===== config.mk =====
export PLATFORM = sky130hd
export DESIGN_NAME = mul_product_accumulator
export DESIGN_NICKNAME = d
export VERILOG_FILES = /design/src/rtl/mul_product_accumulator.sv
export SDC_FILE = /design/constraint.sdc
export NUM_CORES = 1
export LEC_CHECK = 0
export CAP_MARGIN = 20
export CORE_ASPECT_RATIO = 0.75
export CORE_MARGIN = 10
export CORE_UTILIZATION = 50
export DETAILED_ROUTE_END_ITERATION = 16
export GPL_TIMING_DRIVEN = 0
export PLACE_DENSITY_LB_ADDON = 0.25
export SYNTH_ARGS = -nofsm -noshare
export SYNTH_HDL_FRONTEND = slang
export SYNTH_SLANG_ARGS = --single-unit

===== constraint.sdc =====
create_clock -name clk -period 4.15 [get_ports clk]
set_input_delay 1.245 -clock clk [delete_from_list [all_inputs] [get_ports clk]]
set_output_delay 1.245 -clock clk [all_outputs]
set_load 0.01 [all_outputs]

===== src/rtl/mul_product_accumulator.sv =====
// Streaming accumulator after the 8x8 multiplier: sums a prod_last-delimited group of products.
// Optional MUL_PRODUCT_ACCUMULATOR_SATURATE_EN clamps the sum on overflow instead of wrapping.
module mul_product_accumulator #(
    parameter  int PROD_W  = 16,
    parameter  int ACC_W   = 24,
    parameter  int MAX_LEN = 256,
    localparam int CNT_W   = $clog2(MAX_LEN + 1)
) (
    input  logic              clk,
    input  logic              rst,
    input  logic              prod_valid,
    output logic              prod_ready,
    input  logic [PROD_W-1:0] prod_data,
    input  logic              prod_last,
    output logic              acc_valid,
    input  logic              acc_ready,
    output logic [ACC_W-1:0]  acc_data,
    output logic [CNT_W-1:0]  acc_count,
    output logic              acc_ovf
);

    localparam logic [0:0]       ST_ACCUM = 1'b0;
    localparam logic [0:0]       ST_DONE  = 1'b1;
    localparam logic [CNT_W-1:0] MAX_CNT  = CNT_W'(MAX_LEN);

    logic [0:0]       r_state;
    logic [ACC_W-1:0] r_acc;
    logic [CNT_W-1:0] r_cnt;
    logic             r_ovf;

    logic             w_accept;
    logic [ACC_W:0]   w_sum;
    logic             w_carry;
    logic [ACC_W-1:0] w_acc_next;
    logic [CNT_W-1:0] w_cnt_inc;
    logic             w_group_end;

    always_comb begin
        w_accept    = prod_valid & (r_state == ST_ACCUM);
        w_sum       = {1'b0, r_acc} + {{(ACC_W + 1 - PROD_W){1'b0}}, prod_data};
        w_carry     = w_sum[ACC_W];
        w_cnt_inc   = r_cnt + CNT_W'(1);
        // A beat that fills the group to MAX_LEN ends it even without prod_last.
        w_group_end = prod_last | (w_cnt_inc == MAX_CNT);
`ifdef MUL_PRODUCT_ACCUMULATOR_SATURATE_EN
        w_acc_next  = w_carry ? {ACC_W{1'b1}} : w_sum[ACC_W-1:0];
`else
        w_acc_next  = w_sum[ACC_W-1:0];
`endif
    end

    always_ff @(posedge clk) begin
        if (rst) begin
            r_state <= ST_ACCUM;
            r_acc   <= '0;
            r_cnt   <= '0;
            r_ovf   <= 1'b0;
        end else begin
            case (r_state)
                ST_ACCUM: begin
                    if (w_accept) begin
                        r_acc <= w_acc_next;
                        r_cnt <= w_cnt_inc;
                        r_ovf <= r_ovf | w_carry;
                        if (w_group_end) begin
                            r_state <= ST_DONE;
                        end
                    end
                end
                default: begin
                    // Result is held until taken; the handshake cycle itself is the inter-group bubble.
                    if (acc_ready) begin
                        r_state <= ST_ACCUM;
                        r_acc   <= '0;
                        r_cnt   <= '0;
                        r_ovf   <= 1'b0;
                    end
                end
            endcase
        end
    end

    assign prod_ready = (r_state == ST_ACCUM);
    assign acc_valid  = (r_state == ST_DONE);
    assign acc_data   = r_acc;
    assign acc_count  = r_cnt;
    assign acc_ovf    = r_ovf;

endmodule


==> images/metal_density.png <==
Drawn at 4 px/um. The die is cut into 20 by 16 equal tiles; white is low, dark blue is high, scaled to the fullest tile. Values are wire area over tile area, all layers added.
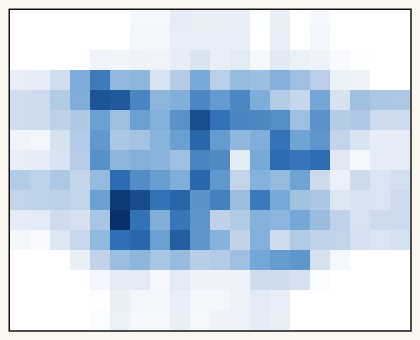
nearly empty tiles = 22%
emptiest ninth of the die = lower right
mean over tiles = 0.14
tiles over half the peak = 18%
densest ninth of the die = center

==> images/io_fan.png <==
Drawn at 4 px/um.
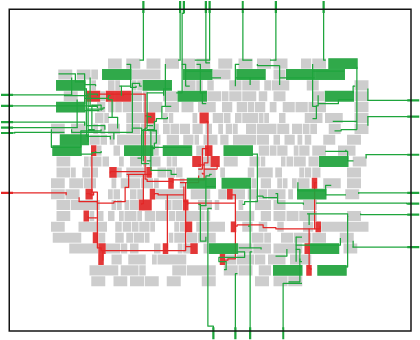
acc_data -> green  # bits 24, direction output, edge 8 top, 7 right, 5 left, 4 bottom, end cells 24, buffers 24, wire 1010 um
rst -> red  # bits 1, direction input, edge left, end cells 30, buffers 4, wire 323 um
number of ports placed on the die boundary: 57
number of buffers inserted by port buffering: 56

==> impl_results.html <==
<h3>Run summary</h3>
<table>
<tr><th>Metric</th><th>Value</th></tr>
<tr><th colspan="2">Routing</th></tr>
<tr><td>Met1 wire length</td><td>3.09 mm</td></tr>
<tr><td>Number of detailed-routing iterations run before antenna repair</td><td>4</td></tr>
<tr><td>Post-detailed-routing wire length</td><td>6.66 mm</td></tr>
<tr><td>Top sig layer</td><td>met4</td></tr>
<tr><td>DRC violations left</td><td>0</td></tr>
<tr><td>Met3 wire len</td><td>535 um</td></tr>
<tr><td>Vias per std cell</td><td>5.87</td></tr>
<tr><td>Routed len/inst</td><td>16.1 um</td></tr>
<tr><td>Routed vias</td><td>2424</td></tr>
<tr><th colspan="2">Final timing</th></tr>
<tr><td>Final hold viol count</td><td>0</td></tr>
<tr><td>Clock skew</td><td>0.0125 ns</td></tr>
<tr><td>Final count of negative-setup-slack endpoints</td><td>0</td></tr>
<tr><td>Slew at the pin closest to its max-slew limit</td><td>0.738 ns</td></tr>
<tr><td>Final-layout setup total negative slack</td><td>0 ns</td></tr>
<tr><td>Fmax</td><td>275 MHz</td></tr>
<tr><td>Final worst hold slack</td><td>0.461 ns</td></tr>
<tr><td>Slew Limit Fails</td><td>0</td></tr>
<tr><td>Final min period</td><td>3.63 ns</td></tr>
<tr><th colspan="2">Place</th></tr>
<tr><td>Total placed instance area</td><td>0.00304 mm2</td></tr>
<tr><td>Final weighted congestion of routability-driven global placement</td><td>0.925</td></tr>
<tr><th colspan="2">Worst setup path</th></tr>
<tr><td>WP depth</td><td>9</td></tr>
<tr><td>Setup CP Type</td><td>in2reg</td></tr>
<tr><td>Buffers and inverters on the worst path</td><td>1</td></tr>
<tr><td>Category of the worst setup path capture point</td><td>flip-flop</td></tr>
<tr><td>Top delay family on crit path</td><td>AND-OR/OR-AND gates</td></tr>
<tr><td>Longest individual stage delay on the worst path</td><td>0.41 ns</td></tr>
<tr><td>R2R Setup Slk</td><td>1.56 ns</td></tr>
<tr><td>Startpoint of the worst register-to-register path</td><td>acc_data[0]</td></tr>
<tr><td>Endpoint of the most critical setup path</td><td>acc_data[22]</td></tr>
<tr><td>Data required time at the worst endpoint</td><td>4.34 ns</td></tr>
<tr><th colspan="2">Layout</th></tr>
<tr><td>Final standard cell area without fillers</td><td>0.00315 mm2</td></tr>
<tr><td>Most frequently placed logic cells in the final layout</td><td>56 x sky130_fd_sc_hd__clkdlybuf4s50_1, 35 x sky130_fd_sc_hd__nand2_1, 35 x sky130_fd_sc_hd__dfxtp_1, 29 x sky130_fd_sc_hd__a21oi_1, 29 x sky130_fd_sc_hd__nor2_1</td></tr>
<tr><td>Share of the core filled with cells in the final layout</td><td>69.4%</td></tr>
<tr><td>Most numerous logic cell after layout</td><td>sky130_fd_sc_hd__clkdlybuf4s50_1</td></tr>
<tr><td>Count of inserted antenna diode cells</td><td>0</td></tr>
<tr><td>Combinational share of cell area</td><td>50.3%</td></tr>
<tr><td>Fraction of layout cells with a size suffix above 1</td><td>8.43%</td></tr>
<tr><td>Clock Buffer Count</td><td>6</td></tr>
<tr><td>Area growth from synthesis to layout</td><td>31.2%</td></tr>
<tr><td>Leading cell category by total area</td><td>logic gates</td></tr>
<tr><td>Storage cell area</td><td>701 um2</td></tr>
<tr><td>Filler cells</td><td>389</td></tr>
<tr><td>MI comb cells</td><td>238</td></tr>
<tr><th colspan="2">Synthesis</th></tr>
<tr><td>Simple-gate share of the synthesized area</td><td>22.0%</td></tr>
<tr><td>Top cells, area</td><td>sky130_fd_sc_hd__dfxtp_1 29%, sky130_fd_sc_hd__ha_1 9.4%, sky130_fd_sc_hd__a21oi_1 6.0%, sky130_fd_sc_hd__nand2_1 5.5%, sky130_fd_sc_hd__nor2_1 4.5%</td></tr>
<tr><td>Top comb family, area</td><td>AND-OR/OR-AND gates</td></tr>
<tr><td>Post-synthesis compound-gate area fraction</td><td>27.3%</td></tr>
<tr><td>Net count entering floorplan</td><td>332</td></tr>
<tr><td>Xor-xnor portion of the synthesized cell area</td><td>4.74%</td></tr>
<tr><td>Flops &amp; latches, synth</td><td>35</td></tr>
<tr><td>Post-synth top cells</td><td>35 x sky130_fd_sc_hd__dfxtp_1, 35 x sky130_fd_sc_hd__nand2_1, 29 x sky130_fd_sc_hd__a21oi_1, 29 x sky130_fd_sc_hd__nor2_1, 18 x sky130_fd_sc_hd__ha_1</td></tr>
<tr><td>Synth Area in Adders</td><td>10.2%</td></tr>
<tr><td>Yosys-reported design area after synthesis</td><td>0.00240 mm2</td></tr>
<tr><td>Post-synth design cell area</td><td>0.00240 mm2</td></tr>
<tr><td>Sequential share of the synthesized area</td><td>29.2%</td></tr>
<tr><th colspan="2">Floorplanning</th></tr>
<tr><td>Std-Cell Rows</td><td>21</td></tr>
<tr><td>Tapcells inserted</td><td>57</td></tr>
<tr><td>Width of the die</td><td>100 um</td></tr>
<tr><td>Die Footprint</td><td>0.00801 mm2</td></tr>
<tr><td>Die height</td><td>80.0 um</td></tr>
<tr><th colspan="2">CTS</th></tr>
<tr><td>Clock Latency Late Sink</td><td>0.29 ns</td></tr>
<tr><td>Setup bufs post-CTS</td><td>0</td></tr>
<tr><td>Hold-fix buffers at CTS</td><td>0</td></tr>
<tr><td>TritonCTS buffer count</td><td>5</td></tr>
<tr><td>Root cell of the clock tree</td><td>sky130_fd_sc_hd__clkbuf_8</td></tr>
<tr><td>Maximum level of the CTS H-tree</td><td>2</td></tr>
<tr><th colspan="2">Min path</th></tr>
<tr><td>Hold-critical path endpoint</td><td>acc_ovf</td></tr>
<tr><th colspan="2">Power</th></tr>
<tr><td>Sequential power</td><td>392 uW</td></tr>
<tr><td>Switching power total</td><td>351 uW</td></tr>
<tr><td>Static power due to leakage</td><td>1.31 nW</td></tr>
<tr><td>Total combinational power</td><td>376 uW</td></tr>
<tr><th colspan="2">Run</th></tr>
<tr><td>Max-capacitance violation count</td><td>0</td></tr>
<tr><td>Log Warnings</td><td>27</td></tr>
<tr><th colspan="2">Global route</th></tr>
<tr><td>Remaining Overflow, GRT</td><td>0</td></tr>
<tr><td>Vias in the first global route</td><td>2319</td></tr>
<tr><th colspan="2">Status</th></tr>
<tr><td>Run status</td><td>completed</td></tr>
</table>
==> images/clk_routes.png <==
Drawn at 4 px/um.
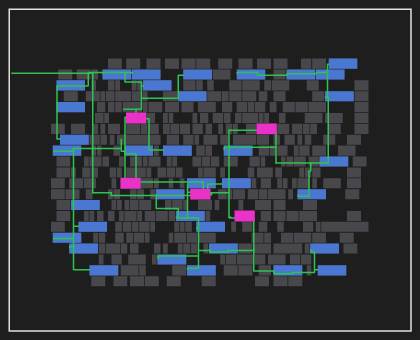
clock drivers -> magenta  # count 5
flip-flops -> blue  # count 35
clock wires -> green  # length 534 um
routed clock nets = 6

==> images/congestion.png <==
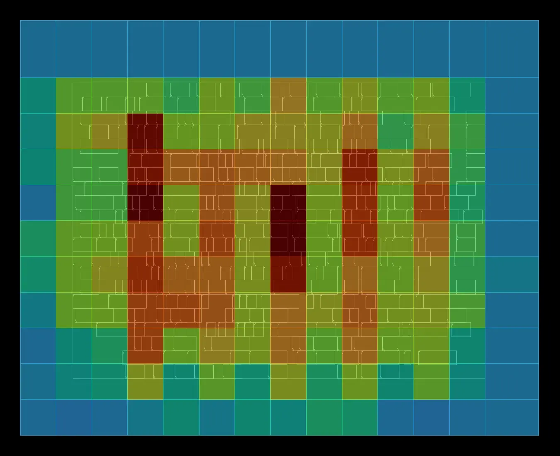
met3 Resource Use GR: 5.62%
routing layer with the top usage in global route: met2
overall global routing resource usage: 16.5%
met1 track utilization from global routing: 20.4%

Power and IR drop assume default switching activity.
